File: config.mk
export PLATFORM = sky130hd
export DESIGN_NAME = delay_line
export DESIGN_NICKNAME = d
export VERILOG_FILES = /design/src/rtl/dct_pkg.sv /design/src/rtl/delay_line_ram.sv /design/src/rtl/delay_line.sv
export SDC_FILE = /design/constraint.sdc
export NUM_CORES = 1
export LEC_CHECK = 0
export ABC_AREA = 1
export CAP_MARGIN = 20
export CORE_AREA = 8 8 45 47
export CTS_BUF_LIST = sky130_fd_sc_hd__clkbuf_8
export DETAILED_ROUTE_END_ITERATION = 16
export DIE_AREA = 0 0 53 55
export GPL_ROUTABILITY_DRIVEN = 0
export SYNTH_ARGS = -nofsm -noshare
export SYNTH_HDL_FRONTEND = slang
export SYNTH_SLANG_ARGS = --single-unit
File: constraint.sdc
create_clock -name clk -period 0.8 [get_ports clk]
set_input_delay 0.2 -clock clk [delete_from_list [all_inputs] [get_ports clk]]
set_output_delay 0.2 -clock clk [all_outputs]
set_load 0.01 [all_outputs]
File: src/rtl/dct_pkg.sv
// Shared DCT datapath types: stream/PE port payloads and coefficient-ROM geometry.
package dct_pkg;

  localparam int unsigned DCT_W      = 10;
  localparam int unsigned COEF_DEPTH = 8;

  typedef struct packed {
    logic [DCT_W-1:0] data;
    logic             valid;
  } dctPort_t;

  typedef struct packed {
    logic [DCT_W-1:0] coef;
    logic [DCT_W-1:0] acc;
    logic             valid;
  } peRowPort_t;

  typedef struct packed {
    logic [DCT_W-1:0] data;
    logic             load;
    logic             valid;
  } peColPort_t;

endpackage

File: src/rtl/delay_line_ram.sv
// Circular-buffer delay: unreset memory, wrapping pointer, saturating fill counter masks stale reads.
module delay_line_ram #(
  parameter int unsigned WIDTH = 10,
  parameter int unsigned DEPTH = 8
) (
  input  logic             clk,
  input  logic             rst_n,
  input  logic [WIDTH-1:0] in,
  output logic [WIDTH-1:0] out
);
  localparam int unsigned AW = $clog2(DEPTH);
  localparam int unsigned FW = $clog2(DEPTH + 1);

  logic [WIDTH-1:0] r_mem [DEPTH];
  logic [AW-1:0]    r_ptr;
  logic [FW-1:0]    r_fill;
  logic             w_full;

  assign w_full = (r_fill == FW'(DEPTH));

  always_ff @(posedge clk or negedge rst_n) begin
    if (!rst_n) begin
      r_ptr  <= '0;
      r_fill <= '0;
    end else begin
      r_ptr <= (r_ptr == AW'(DEPTH - 1)) ? '0 : r_ptr + AW'(1);
      if (!w_full) r_fill <= r_fill + FW'(1);
    end
  end

  always_ff @(posedge clk) begin
    r_mem[r_ptr] <= in;
  end

  // Slot under the pointer holds the word written DEPTH-1 edges ago (matches the shift tap).
  assign out = w_full ? r_mem[r_ptr] : '0;
endmodule

File: src/rtl/delay_line.sv
// Fixed-latency delay line; out(n) = in(n-DEPTH).
// Define DELAY_LINE_RAM_EN to build DEPTH>=4 instances as a circular buffer.
module delay_line
  import dct_pkg::*;
#(
  parameter int unsigned WIDTH = DCT_W,
  parameter int unsigned DEPTH = 1
) (
  input  logic             clk,
  input  logic             rst_n,
  input  logic [WIDTH-1:0] in,
  output logic [WIDTH-1:0] out
);
`ifdef DELAY_LINE_RAM_EN
  localparam bit RAM_EN = 1'b1;
`else
  localparam bit RAM_EN = 1'b0;
`endif

  generate
    if (DEPTH == 0) begin : g_pass
      logic w_unused;
      assign w_unused = clk ^ rst_n;
      assign out      = in;
    end else if (RAM_EN && (DEPTH >= 4)) begin : g_ram
      delay_line_ram #(
        .WIDTH (WIDTH),
        .DEPTH (DEPTH)
      ) u_ram (
        .clk   (clk),
        .rst_n (rst_n),
        .in    (in),
        .out   (out)
      );
    end else begin : g_shift
      logic [WIDTH-1:0] r_stage [DEPTH];

      always_ff @(posedge clk or negedge rst_n) begin
        if (!rst_n) begin
          for (int k = 0; k < int'(DEPTH); k++) r_stage[k] <= '0;
        end else begin
          r_stage[0] <= in;
          for (int k = 1; k < int'(DEPTH); k++) r_stage[k] <= r_stage[k-1];
        end
      end

      assign out = r_stage[DEPTH-1];
    end
  endgenerate
endmodule

==> qor.csv <==
metric,value,unit
die_w,53,um
nFillCells,141,
violations,setup timing,
ys_cells,10,
cts_root_buffer,clkbuf_8,
setup_ws,-0.124,ns
cap_viol_max_count,0,
hp-class,in2async,
clkCellAreaFrac,0.106,
crit_end,out[7],
io_buffers,21,
tritoncts,yes,
ioPinCount,22,
ys_seq_frac,1.00,
synth_nets,22,
die_area,2920,um2
status,finished with violations,
nNonClkInverters,0,
async_flop_share,1.00,
layoutNonFillerInstCount,52,
final-setup-viol-count,10,
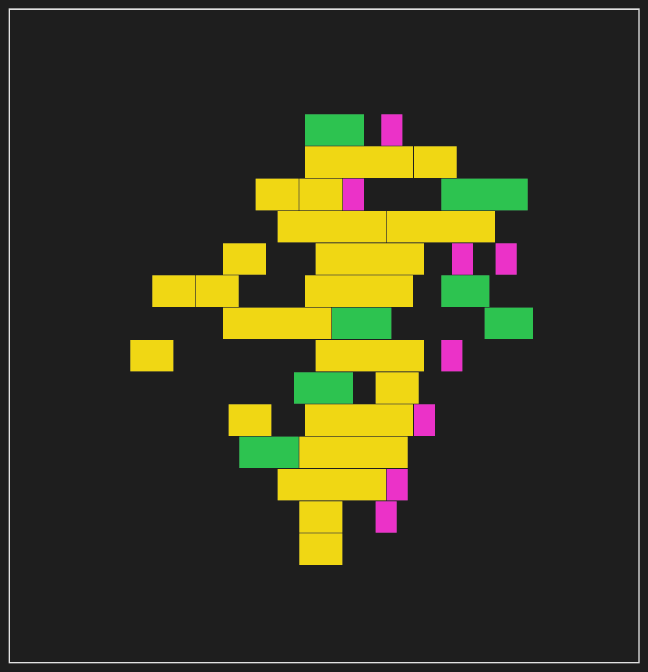
Fig. 1. Sizing map.
color	size	cells
yellow	x1 and smaller	21
magenta	x2	8
green	x6 and larger	7

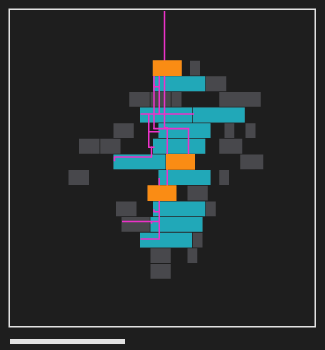
Fig. 2. Clock wires, drivers and flops.
The bar under the picture is 20 um long.
[cyan] flip-flops | count: 10
[magenta] clock wires | length: 123 um
[orange] clock-net drivers | count: 3
flops lie	center
Clock net power: 606 uW
fraction of power consumed by the clock network: 0.479

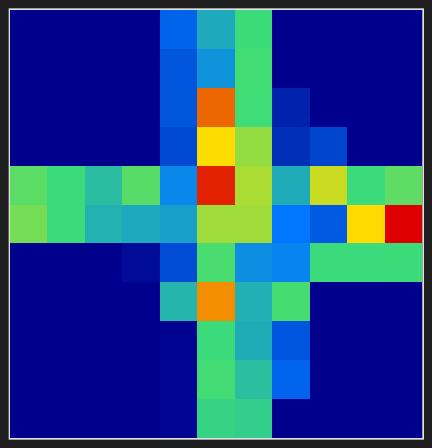
Fig. 3. Wiring heat map.
11 x 11 tiles, from dark blue (low) to red (high), scaled to the fullest tile. Values are wire area over tile area, all layers added.
nearly empty tiles	53%
fullest tile	0.18
tiles over half the peak	17%
final WL: 637 um
drt wl/cell: 12.3 um
GRT Overall Usage: 0.0475
via count: 176

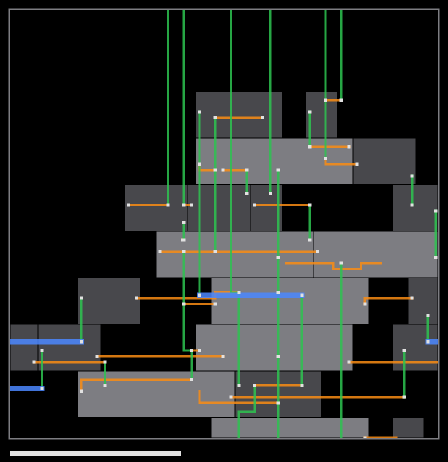
Fig. 4. A small window of the routed layout.
The bar under the picture is 10 um long. Region (14, 26) to (39, 51) um. Cells in gray, sequential cells in the stronger gray; small squares are vias.
color	layer
green	M2
blue	M3
orange	M1
most frequent	dfrtp_1 (6), clkdlybuf4s50_1 (5), buf_2 (3)
cells with their middle in the window	17
netlist names of flops here include	out (6)
sequential cells in the window	6

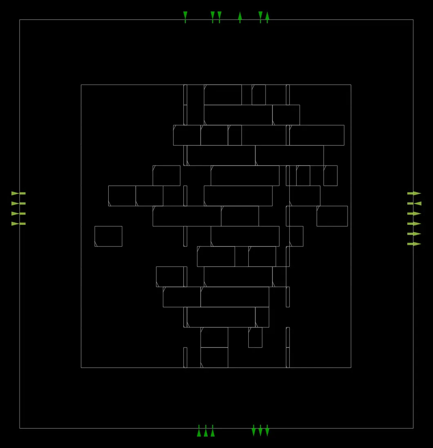
Fig. 5. Cell outlines without signal wires.
Rows: 14
Final Util: 0.374
n_taps: 16

Power and IR drop assume default switching activity.
